### Clock distribution

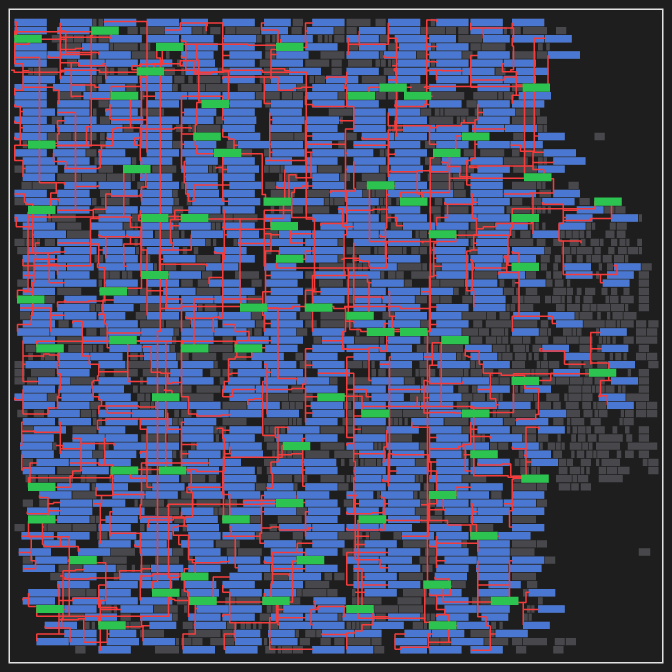
### Signal wires on met4

Bar = 50 microns.
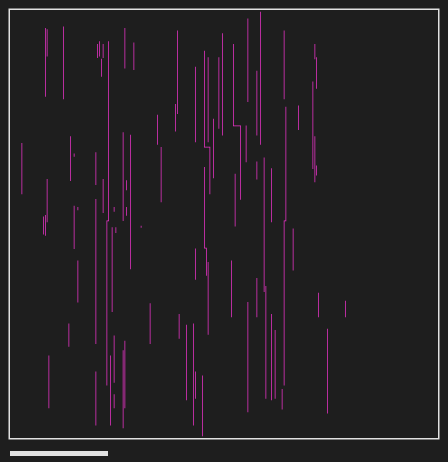
### Sizing map

Bar = 50 microns.
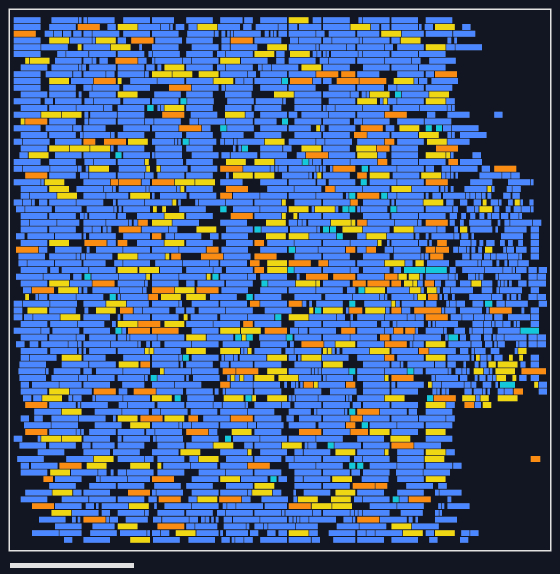
--- src/rtl/sph_pkg.sv ---
// Shared SPH task definitions: task kinds, payload field layout and dispatcher states.
package sph_pkg;

   typedef enum logic [1:0] {
      DENSITY = 2'd0,
      FORCE   = 2'd1
   } task_type_t;

   localparam int FIELD_W    = 16;
   localparam int NUM_FIELDS = 5;
   localparam int TASK_W     = FIELD_W * NUM_FIELDS;

   typedef enum logic [1:0] {
      ST_IDLE  = 2'd0,
      ST_RUN   = 2'd1,
      ST_DRAIN = 2'd2,
      ST_DONE  = 2'd3
   } disp_state_t;

   // Payload order is [x_i, x_j, P_i, P_j, rho_j]; field 0 (x_i) sits in the top bits.
   function automatic int field_lsb(input int field_idx);
      return (NUM_FIELDS - 1 - field_idx) * FIELD_W;
   endfunction

   function automatic int wrap_add(input int base, input int off, input int n);
      return (base + off) % n;
   endfunction

endpackage

--- src/rtl/task_fifo.sv ---
// Synchronous FIFO with occupancy count; push and pop may coincide in one cycle.
// The caller guarantees no push when full (unless popping) and no pop when empty.
module task_fifo #(
   parameter int WIDTH = 82,
   parameter int DEPTH = 8
) (
   input  logic                   clk_in,
   input  logic                   rst_n_in,
   input  logic                   push,
   input  logic [WIDTH-1:0]       wr_data,
   input  logic                   pop,
   output logic [WIDTH-1:0]       rd_data,
   output logic [$clog2(DEPTH):0] count
);

   localparam int AW = $clog2(DEPTH);

   logic [WIDTH-1:0] mem [DEPTH];
   logic [AW-1:0]    wr_ptr;
   logic [AW-1:0]    rd_ptr;

   assign rd_data = mem[rd_ptr];

   always_ff @(posedge clk_in) begin
      if (push) mem[wr_ptr] <= wr_data;
   end

   // Pointers wrap naturally because DEPTH is a power of two.
   always_ff @(posedge clk_in or negedge rst_n_in) begin
      if (!rst_n_in) begin
         wr_ptr <= '0;
         rd_ptr <= '0;
         count  <= '0;
      end else begin
         if (push) wr_ptr <= wr_ptr + 1'b1;
         if (pop)  rd_ptr <= rd_ptr + 1'b1;
         count <= count + (AW+1)'(push) - (AW+1)'(pop);
      end
   end

endmodule

--- src/rtl/task_dispatcher.sv ---
// Buffers scheduler tasks and issues them round-robin to NUM_UNITS compute units, pulsing frame_done
// once the frame has drained. Define DISPATCH_STATS_EN to add stat_density/stat_force counters.
module task_dispatcher
   import sph_pkg::*;
#(
   parameter int NUM_UNITS  = 4,
   parameter int TASK_WIDTH = TASK_W,
   parameter int FIFO_DEPTH = 8,
   parameter int OUT_WIDTH  = 8
) (
   input  logic                  clk_in,
   input  logic                  rst_n_in,
   input  logic                  frame_start,
   input  logic                  sched_done,
   input  logic                  valid_task,
   input  logic [1:0]            task_type,
   input  logic [TASK_WIDTH-1:0] task_data,
   output logic                  almost_full,
   output logic                  overflow_err,
   output logic [NUM_UNITS-1:0]  unit_valid,
   output logic [1:0]            unit_type,
   output logic [TASK_WIDTH-1:0] unit_data,
   input  logic [NUM_UNITS-1:0]  unit_ready,
   input  logic [NUM_UNITS-1:0]  unit_done,
`ifdef DISPATCH_STATS_EN
   output logic [31:0]           stat_density,
   output logic [31:0]           stat_force,
`endif
   output logic [1:0]            fsm_state,
   output logic                  frame_done
);

   localparam int PTR_W = (NUM_UNITS > 1) ? $clog2(NUM_UNITS) : 1;
   localparam int CNT_W = $clog2(FIFO_DEPTH) + 1;
   localparam int SUM_W = OUT_WIDTH + 2;

   disp_state_t             state;
   logic [PTR_W-1:0]        rr_ptr;
   logic [OUT_WIDTH-1:0]    outstanding;
   logic [OUT_WIDTH-1:0]    out_next;
   logic [CNT_W-1:0]        fifo_count;
   logic [1:0]              head_type;
   logic [TASK_WIDTH-1:0]   head_data;
   logic [NUM_UNITS-1:0]    grant_oh;
   logic [PTR_W-1:0]        grant_idx;
   logic [PTR_W-1:0]        scan_idx;
   logic                    grant_found;
   logic [SUM_W-1:0]        up_sum;
   logic [SUM_W-1:0]        dn_sum;

   // Handshake: a unit takes the task in any cycle where its unit_valid bit and unit_ready are both
   // high; until then unit_valid/unit_type/unit_data hold steady regardless of unit_ready.
   logic accepting, accept, out_full, load, push, drop, start_frame, drained;

   assign accepting   = (state == ST_RUN) || (state == ST_DRAIN);
   assign out_full    = |unit_valid;
   assign accept      = |(unit_valid & unit_ready);
   assign load        = (!out_full || accept) && (fifo_count != '0) && grant_found;
   assign push        = accepting && valid_task && ((fifo_count < CNT_W'(FIFO_DEPTH)) || load);
   assign drop        = accepting && valid_task && !push;
   assign start_frame = (state == ST_IDLE) && frame_start;
   assign drained     = (fifo_count == '0) && !out_full && (outstanding == '0);
   assign almost_full = (fifo_count >= CNT_W'(FIFO_DEPTH - 2));
   assign fsm_state   = state;

   task_fifo #(
      .WIDTH (TASK_WIDTH + 2),
      .DEPTH (FIFO_DEPTH)
   ) u_fifo (
      .clk_in   (clk_in),
      .rst_n_in (rst_n_in),
      .push     (push),
      .wr_data  ({task_type, task_data}),
      .pop      (load),
      .rd_data  ({head_type, head_data}),
      .count    (fifo_count)
   );

   // First ready unit at or after rr_ptr, wrapping at NUM_UNITS.
   always_comb begin
      grant_oh    = '0;
      grant_idx   = '0;
      grant_found = 1'b0;
      scan_idx    = '0;
      for (int i = 0; i < NUM_UNITS; i++) begin
         scan_idx = PTR_W'(wrap_add(int'(rr_ptr), i, NUM_UNITS));
         if (!grant_found && unit_ready[scan_idx]) begin
            grant_found        = 1'b1;
            grant_idx          = scan_idx;
            grant_oh[scan_idx] = 1'b1;
         end
      end
   end

   // Net change is applied first, then clamped to [0, 2^OUT_WIDTH-1].
   always_comb begin
      up_sum = {2'b00, outstanding} + SUM_W'(accept);
      dn_sum = SUM_W'($countones(unit_done));
      if (dn_sum >= up_sum)
         out_next = '0;
      else if ((up_sum - dn_sum) > {2'b00, {OUT_WIDTH{1'b1}}})
         out_next = '1;
      else
         out_next = OUT_WIDTH'(up_sum - dn_sum);
   end

   always_ff @(posedge clk_in or negedge rst_n_in) begin
      if (!rst_n_in) begin
         state        <= ST_IDLE;
         frame_done   <= 1'b0;
         overflow_err <= 1'b0;
         outstanding  <= '0;
         rr_ptr       <= '0;
         unit_valid   <= '0;
         unit_type    <= '0;
         unit_data    <= '0;
      end else begin
         frame_done <= 1'b0;
         case (state)
            ST_IDLE:  if (frame_start) state <= ST_RUN;
            ST_RUN:   if (sched_done) state <= ST_DRAIN;
            ST_DRAIN: if (drained) begin
               state      <= ST_DONE;
               frame_done <= 1'b1;
            end
            ST_DONE:  state <= ST_IDLE;
            default:  state <= ST_IDLE;
         endcase

         if (start_frame) begin
            overflow_err <= 1'b0;
            outstanding  <= '0;
         end else begin
            if (drop) overflow_err <= 1'b1;
            outstanding <= out_next;
         end

         if (load) begin
            unit_valid <= grant_oh;
            unit_type  <= head_type;
            unit_data  <= head_data;
            rr_ptr     <= PTR_W'(wrap_add(int'(grant_idx), 1, NUM_UNITS));
         end else if (accept) begin
            unit_valid <= '0;
         end
      end
   end

`ifdef DISPATCH_STATS_EN
   always_ff @(posedge clk_in or negedge rst_n_in) begin
      if (!rst_n_in) begin
         stat_density <= '0;
         stat_force   <= '0;
      end else if (start_frame) begin
         stat_density <= '0;
         stat_force   <= '0;
      end else if (accept) begin
         if (task_type_t'(unit_type) == FORCE)
            stat_force <= stat_force + 32'd1;
         else if (task_type_t'(unit_type) == DENSITY)
            stat_density <= stat_density + 32'd1;
      end
   end
`endif

endmodule

--- config.mk ---
export PLATFORM = sky130hd
export DESIGN_NAME = task_dispatcher
export DESIGN_NICKNAME = d
export VERILOG_FILES = /design/src/rtl/sph_pkg.sv /design/src/rtl/task_fifo.sv /design/src/rtl/task_dispatcher.sv
export SDC_FILE = /design/constraint.sdc
export NUM_CORES = 1
export LEC_CHECK = 0
export CAP_MARGIN = 40
export CORE_UTILIZATION = 64
export DETAILED_ROUTE_END_ITERATION = 6
export GPL_TIMING_DRIVEN = 0
export PLACE_DENSITY = 0.9
export SYNTH_ARGS = -nofsm -noshare
export SYNTH_HDL_FRONTEND = slang
export SYNTH_SLANG_ARGS = --single-unit
export TNS_END_PERCENT = 1
--- constraint.sdc ---
create_clock -name clk_in -period 17 [get_ports clk_in]
set_input_delay 2.55 -clock clk_in [delete_from_list [all_inputs] [get_ports clk_in]]
set_output_delay 2.55 -clock clk_in [all_outputs]
set_load 0.005 [all_outputs]
==> metrics.yaml <==
drt:
  avgViaCountPerCell: 6.64
  drc_errors: 0
  totalWireLength_mm: 74.0
  via_count: 16600
place:
  hpwlAfterDp_mm: 45.7
  place.detailed.instances: 2357
  gp_routability_congestion: 0.842
min_path:
  hold_path.class: "reg -> reg"
  whs_endpoint: "unit_data[25]"
  hold_depth: 2
  min-delay-start: "unit_data[25]"
worst_setup_path:
  startpoint: "unit_ready[0]"
  path_cells: "clkdlybuf4s50_1, a22o_1, nor3_2, or3_4, buf_6, a21o_1, buf_6, nor4_2, buf_2, buf_4, buf_4, buf_2, buf_4, buf_4"
  worst_r2r_endpoint: "u_fifo.mem[0][3]"
  reg2reg_setup_slack_ps: 13070
  cp_common_cell: "buf_4"
  r2r-start: "unit_valid[2]"
  path_max_fanout: 10
  cp_num_cells: 14
  worst_path_largest_cell_delay_ps: 520
  required_ps: 17320
  critPathLaunchType: "input pin"
  worstSetupEndpointType: "flip-flop"
  endpoint: "u_fifo.mem[0][3]"
  crit_type: "in -> reg"
final_layout:
  nNetsFinal: 1960
  drive_above_1_share_pct: 23.1
  num-fill-cells: 2230
  final_cell_mix: "edfxtp_1, clkdlybuf4s50_1, mux4_2"
  stdcell_count: 2499
  lay_top_count: "edfxtp_1"
logic_synthesis:
  netlist_instances: 1473
  synth_seq_share_pct: 75.4
  ys_chip_area_sq_um: 29800
  yosysUniqueCellTypes: 64
  synth_top_flop_cell: "edfxtp_1"
  ys.flops: 766
  syn_area_per_cell_sq_um: 20.2
  async_reset_ff_share_pct: 14.4
  syn_area_sq_um: 29800
  syn-num-nets: 1599
  edf_count: 656
clocking:
  cts-hold-fix-buffers: 0
  cts.sinks: 766
  cts_made_buffers: 73
  clock_path_buffers: 3
  clkLatencyLatePin_ps: 630
  cts_tree: "yes"
  path_clk_slew_ps: 60
  post-cts-setup-buffer-count: 0
  cts_max_level: 3
grt:
  track_usage_pct: 32.1
  grt_max_degree: 68
  antenna_found_initial: 8
  grt_overflow: 0
final_timing:
  slew_violations: 0
  worstMarginPinSlew_ps: 934
  holdWs_ps: 489
  min_period_over_period_pct: 34.0
  finalSetupTns_ps: 0
  fin_crit_ps: 5780
die:
  die_h_microns: 218
  rows: 78
  fp_util_pct: 65.2
  design.core.area_sq_um: 45700
  dieArea_sq_um: 47400
job:
  tool_warnings: 38
run_status:
  outcome: "finished, final reports clean"
## Picture notes: 'Clock distribution'
Key: red = clock wires [length 8380 microns]; blue = flip-flops [count 766]; green = clock drivers [count 73]
There are 74 routed clock nets.

## Picture notes: 'Signal wires on met4'
The wires run mostly vertical. The longest straight run is 91.2 microns. The layer carries 2580 microns of wire.

## Picture notes: 'Sizing map'
Key: blue = _0 and _1 cells [cells 1456, share 77%]; cyan = _3 and _4 cells [cells 60, share 3.2%]; yellow = _2 cells [cells 238, share 13%]; orange = _6 and larger [cells 140, share 7.4%]

[report_power, final]
group	leakage, nW	internal (W)	total (W)	switching [W]
combinational	3.99	0.00101	0.00220	0.00119
sequential	7.25	0.00236	0.00253	0.000170
clock	1.15	0.000905	0.00161	0.000710
total	12.4	0.00428	0.00635	0.00207
[stage by stage]
stage / instance area [sq um] / worst slack (ps) / power, W
after global placement: 32400 / -3390 / 0.00456
after floorplan: 29800 / 4760 / 0.00385
final: 35700 / 11220 / 0.00635
after CTS: 35700 / 11060 / 0.00636
after global routing: 35700 / 11220 / 0.00658
after detailed placement: 33400 / 10550 / 0.00469
[area by class of cell]
cell class,instances,area [sq um],share of cell area [%]
clock inverter,33,318,0.889
clock buffer,102,2030,5.67
multi-input combinational,599,6890,19.3
tap,600,751,2.10
sequential,766,22500,62.8
buffer,78,364,1.02
timing repair buffer,286,2820,7.89
inverter,30,113,0.315
antenna,5,12.5,0.0350
[worst register-to-register path: stages, from the launching register on]
cell and delay (ps):
dfrtp_1 430, nor4_4 350, nor3_2 100, or3_4 420, buf_6 190, a21o_1 230
buf_6 160, nor4_2 410, buf_2 310, buf_4 200, buf_4 190, buf_2 260
buf_4 200, buf_4 190
[state kept, by name, summed over array words and instances (netlist names)]
register and count:
u_fifo.wr_ptr 3, unit_type 2, overflow_err 1, fsm_state 2, rr_ptr 2, u_fifo.mem 656
frame_done 1, outstanding 8, u_fifo.rd_ptr 3, u_fifo.count 4, unit_valid 4, unit_data 80
[synthesized netlist by cell type, types with 3 or more instances]
cell type | number | area (sq um)
a21oi_1 | 8 | 40.0
ha_1 | 28 | 350
a22o_1 | 6 | 52.6
a31oi_1 | 10 | 62.6
nor4_1 | 4 | 25.0
dfrtp_1 | 110 | 2750
nand3_1 | 4 | 20.0
buf_2 | 33 | 165
fa_1 | 3 | 60.1
xor2_1 | 4 | 35.0
mux2_2 | 3 | 33.8
mux2i_1 | 90 | 901
mux4_2 | 167 | 3760
o221ai_1 | 5 | 43.8
clkbuf_1 | 39 | 146
nand4_1 | 4 | 25.0
edfxtp_1 | 656 | 19700
nand2b_1 | 4 | 25.0
o21ai_1 | 9 | 45.0
nor3_1 | 6 | 30.0
inv_1 | 29 | 109
buf_6 | 4 | 45.0
nor2_1 | 9 | 33.8
o21ai_0 | 76 | 380
nand2_1 | 101 | 379
xnor2_1 | 13 | 114
nor3b_1 | 4 | 30.0
[logic make-up after synthesis]
group | synth area share [%]
adder cells (fa/ha/maj) | 1.38
multiplexers | 15.8
XOR/XNOR | 0.500
AND/OR/NAND/NOR | 2.41
buffers and inverters | 1.60
AND-OR/OR-AND | 2.93
flip-flops | 75.4
[routing by layer]
metal / vias up / wire (microns) / track usage, %
met1: 8616 / 27000 / 41.5
met5: - / 68 / 0
met4: 10 / 2580 / 14.5
li1: 6686 / - / -
met3: 187 / 6410 / 6.43
met2: 1101 / 38000 / 53.2
No activity file was given, so power comes from the tool's default toggle rates.
